[src/rtl/relay_symbol_tx_pkg.sv]
// Shared relay-link definitions used by the relay transmitter.
//   - FSM state encodings (IDLE, SOF, DATA, PARITY, GAP)
//   - frame section lengths in half-cells
//   - relay mode constants (FAKE_TAG / FAKE_READER)
//   - even-parity helper for the optional parity bit
package relay_symbol_tx_pkg;

  localparam logic [2:0] ST_IDLE   = 3'd0;
  localparam logic [2:0] ST_SOF    = 3'd1;
  localparam logic [2:0] ST_DATA   = 3'd2;
  localparam logic [2:0] ST_PARITY = 3'd3;
  localparam logic [2:0] ST_GAP    = 3'd4;

  localparam int SOF_HALF_CELLS    = 4;
  localparam int DATA_HALF_CELLS   = 8;
  localparam int PARITY_HALF_CELLS = 2;
  localparam int GAP_HALF_CELLS    = 2;

  // speed_sel is driven high by the FAKE_READER select
  localparam logic MODE_FAKE_TAG    = 1'b0;
  localparam logic MODE_FAKE_READER = 1'b1;

  function automatic logic even_parity(input logic [3:0] sym);
    return ^sym;
  endfunction

endpackage

[src/rtl/relay_tx_fifo.sv]
// Symbol FIFO for the relay transmitter: DEPTH x 4 bits, synchronous
// push/pop, asynchronous active-high reset of the pointers.
// Ports:
//   clk, reset          clock and async reset
//   push, wr_data       write request and data (ignored while full)
//   pop                 read request (ignored while empty)
//   rd_data             head-of-queue symbol
//   full, empty         occupancy flags, derived from registered pointers
module relay_tx_fifo #(
  parameter int DEPTH = 4
) (
  input  logic       clk,
  input  logic       reset,
  input  logic       push,
  input  logic [3:0] wr_data,
  input  logic       pop,
  output logic [3:0] rd_data,
  output logic       full,
  output logic       empty
);

  localparam int AW = $clog2(DEPTH);
  localparam logic [AW:0] PTR_ONE = (AW+1)'(1);

  // extra MSB on each pointer separates full from empty
  logic [AW:0] wr_ptr;
  logic [AW:0] rd_ptr;
  logic [3:0]  mem [DEPTH];

  logic do_push;
  logic do_pop;

  assign full    = (wr_ptr[AW] != rd_ptr[AW]) && (wr_ptr[AW-1:0] == rd_ptr[AW-1:0]);
  assign empty   = (wr_ptr == rd_ptr);
  assign do_push = push && !full;
  assign do_pop  = pop && !empty;
  assign rd_data = mem[rd_ptr[AW-1:0]];

  always_ff @(posedge clk or posedge reset) begin
    if (reset) begin
      wr_ptr <= '0;
      rd_ptr <= '0;
    end else begin
      if (do_push) wr_ptr <= wr_ptr + PTR_ONE;
      if (do_pop)  rd_ptr <= rd_ptr + PTR_ONE;
    end
  end

  always_ff @(posedge clk) begin
    if (do_push) mem[wr_ptr[AW-1:0]] <= wr_data;
  end

endmodule

[src/rtl/relay_symbol_tx.sv]
// Relay-link transmitter. Buffers 4-bit symbols from a valid/ready
// handshake and sends each as a Manchester frame on relay_out:
//   SOF (4 half-cells high) | DATA (4 bits MSB first, 1=HL 0=LH)
//   | [PARITY (1 bit, XOR of data)] | GAP (2 half-cells low)
// Optional feature macro: RELAY_TX_PARITY_EN adds the PARITY bit.
// Ports:
//   clk, reset                 clock and async active-high reset
//   data_in, data_in_valid     symbol input
//   data_in_ready              FIFO not full
//   speed_sel                  0 slow, 1 fast (half-cell halved), latched per frame
//   relay_out                  registered serial line, idle low
//   busy                       frame in progress or symbols queued
//
// state     | meaning
// IDLE      | line low, waiting for a queued symbol
// SOF       | line high for 4 half-cells (Manchester violation)
// DATA      | 4 Manchester bits from the shift register
// PARITY    | one Manchester parity bit (RELAY_TX_PARITY_EN only)
// GAP       | line low for 2 half-cells, may chain into next SOF
module relay_symbol_tx
  import relay_symbol_tx_pkg::*;
#(
  parameter int HALF_CELL_CLKS = 16,
  parameter int FIFO_DEPTH     = 4
) (
  input  logic       clk,
  input  logic       reset,
  input  logic [3:0] data_in,
  input  logic       data_in_valid,
  output logic       data_in_ready,
  input  logic       speed_sel,
  output logic       relay_out,
  output logic       busy
);

  localparam int TW = $clog2(HALF_CELL_CLKS);
  localparam logic [TW-1:0] RELOAD_SLOW = TW'(HALF_CELL_CLKS - 1);
  localparam logic [TW-1:0] RELOAD_FAST = TW'(HALF_CELL_CLKS / 2 - 1);
  localparam logic [TW-1:0] TIMER_ONE   = TW'(1);

  logic [2:0]    state;
  logic [TW-1:0] timer;
  logic [2:0]    cells_left;
  logic [3:0]    shreg;
  logic          fast;
`ifdef RELAY_TX_PARITY_EN
  logic          par;
`endif

  logic [3:0] fifo_rd_data;
  logic       fifo_full;
  logic       fifo_empty;
  logic       push;
  logic       pop;
  logic       half_end;
  logic       line;

  assign data_in_ready = !fifo_full;
  assign push          = data_in_valid && !fifo_full;
  assign half_end      = (timer == '0);
  assign busy          = (state != ST_IDLE) || !fifo_empty;

  // A new frame starts from IDLE, or straight out of the last GAP
  // half-cell so back-to-back frames have no idle cycle between them.
  assign pop = !fifo_empty &&
               ((state == ST_IDLE) ||
                (state == ST_GAP && half_end && cells_left == 3'd0));

  relay_tx_fifo #(
    .DEPTH(FIFO_DEPTH)
  ) u_fifo (
    .clk     (clk),
    .reset   (reset),
    .push    (push),
    .wr_data (data_in),
    .pop     (pop),
    .rd_data (fifo_rd_data),
    .full    (fifo_full),
    .empty   (fifo_empty)
  );

  // Odd cells_left is the first half of a Manchester bit.
  always_comb begin
    line = 1'b0;
    case (state)
      ST_SOF:    line = 1'b1;
      ST_DATA:   line = cells_left[0] ? shreg[3] : ~shreg[3];
`ifdef RELAY_TX_PARITY_EN
      ST_PARITY: line = cells_left[0] ? par : ~par;
`endif
      default:   line = 1'b0;
    endcase
  end

  always_ff @(posedge clk or posedge reset) begin
    if (reset) begin
      state      <= ST_IDLE;
      timer      <= '0;
      cells_left <= '0;
      shreg      <= '0;
      fast       <= 1'b0;
      relay_out  <= 1'b0;
`ifdef RELAY_TX_PARITY_EN
      par        <= 1'b0;
`endif
    end else begin
      relay_out <= line;
      if (pop) begin
        state      <= ST_SOF;
        cells_left <= 3'(SOF_HALF_CELLS - 1);
        fast       <= speed_sel;
        timer      <= speed_sel ? RELOAD_FAST : RELOAD_SLOW;
        shreg      <= fifo_rd_data;
`ifdef RELAY_TX_PARITY_EN
        par        <= even_parity(fifo_rd_data);
`endif
      end else if (state != ST_IDLE) begin
        if (!half_end) begin
          timer <= timer - TIMER_ONE;
        end else begin
          timer <= fast ? RELOAD_FAST : RELOAD_SLOW;
          if (cells_left != 3'd0) begin
            cells_left <= cells_left - 3'd1;
            // advance to the next bit after its second half-cell
            if (state == ST_DATA && !cells_left[0])
              shreg <= {shreg[2:0], 1'b0};
          end else begin
            case (state)
              ST_SOF: begin
                state      <= ST_DATA;
                cells_left <= 3'(DATA_HALF_CELLS - 1);
              end
              ST_DATA: begin
`ifdef RELAY_TX_PARITY_EN
                state      <= ST_PARITY;
                cells_left <= 3'(PARITY_HALF_CELLS - 1);
`else
                state      <= ST_GAP;
                cells_left <= 3'(GAP_HALF_CELLS - 1);
`endif
              end
`ifdef RELAY_TX_PARITY_EN
              ST_PARITY: begin
                state      <= ST_GAP;
                cells_left <= 3'(GAP_HALF_CELLS - 1);
              end
`endif
              default: state <= ST_IDLE;
            endcase
          end
        end
      end
    end
  end

endmodule

[config.mk]
export PLATFORM = sky130hd
export DESIGN_NAME = relay_symbol_tx
export DESIGN_NICKNAME = d
export VERILOG_FILES = /design/src/rtl/relay_symbol_tx_pkg.sv /design/src/rtl/relay_tx_fifo.sv /design/src/rtl/relay_symbol_tx.sv
export SDC_FILE = /design/constraint.sdc
export NUM_CORES = 1
export LEC_CHECK = 0
export ABC_AREA = 1
export ABC_CLOCK_PERIOD_IN_PS = 2100
export CAP_MARGIN = 10
export CELL_PAD_IN_SITES_DETAIL_PLACEMENT = 0
export CELL_PAD_IN_SITES_GLOBAL_PLACEMENT = 1
export CORE_MARGIN = 2
export CORE_UTILIZATION = 45
export DETAILED_ROUTE_END_ITERATION = 8
export GPL_TIMING_DRIVEN = 0
export PLACE_DENSITY_LB_ADDON = 0.1
export SLEW_MARGIN = 20
export SYNTH_ARGS = -nofsm -noshare
export SYNTH_HDL_FRONTEND = slang
export SYNTH_SLANG_ARGS = --single-unit
[constraint.sdc]
create_clock -name clk -period 2.1 [get_ports clk]
set_input_delay 0.315 -clock clk [delete_from_list [all_inputs] [get_ports clk]]
set_output_delay 0.315 -clock clk [all_outputs]
set_load 0.02 [all_outputs]
**The metal 3 layer**

The bar under the picture is 20 um long.
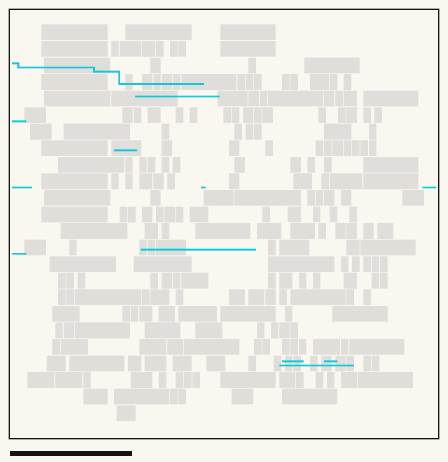
The longest straight run is 18.6 um. The wires run mostly horizontal. The layer carries 96.8 um of wire. The layer holds 2.8% of the routed length. 9 nets have wire on it.
global routing met3 resource utilization: 4.76%
via count of the routed design: 1423
routed wire length: 3490 um

**Met2 routing**

The bar under the picture is 20 um long.
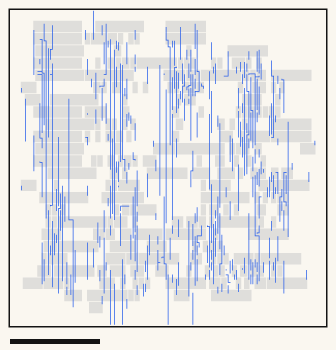
194 nets have wire on it. The layer holds 50% of the routed length. The layer carries 1760 um of wire.
met2 GRT Util: 28.2%

==> qor.yml <==
power_sequential_uw: 1250
cts_tree: "done"
first_global_vias: 1349
outcome: "finished clean"
tightest_slew_ns: 0.890
post-cts-setup-buffer-count: 0
flop_area_um2: 1030
inv_count: 38
tool_warnings: 29
layout_top_cell: "sky130_fd_sc_hd__nand2_1"
gr-total-overflow: 0
cp_num_buf_inv: 2
sequentialPowerShare_pct: 34.6
fin_crit_ns: 1.91
final_layout_size_suffix_gt1_share_pct: 12.7
design_power_total_uw: 3600
numClockSinks: 38
postLayoutSetupSlackWorst_ns: 0.192
clock_skew_ns: 0.00432
synth_top_cell_by_area: "sky130_fd_sc_hd__dfrtp_1"
clock_power_share_pct: 20.8
detail_route.first_pass.iterations: 4
top_cells_by_area: "sky130_fd_sc_hd__dfrtp_1 28%, sky130_fd_sc_hd__edfxtp_1 24%, sky130_fd_sc_hd__nand2_1 12%, sky130_fd_sc_hd__inv_1 6.8%, sky130_fd_sc_hd__ha_1 5.1%"
wl_per_cell_um: 11.8
clk_latency_ns: 0.29
max_cap_violations: 0
ys_cells: 225
yosys.area_share.simple_pct: 27.0
grt_antenna_before_repair: 0
final_antenna_net_count: 0
grt_setup_unrepaired: "false"
fp_util_pct: 46.1
synth-compound-area-share_pct: 4.17
cts_clock_pin_slew_for_the_worst_setup_and_hold_paths_ns: 0.08
hp-class: "flip-flop to flip-flop"
cpPeakStageDelay_ns: 0.46
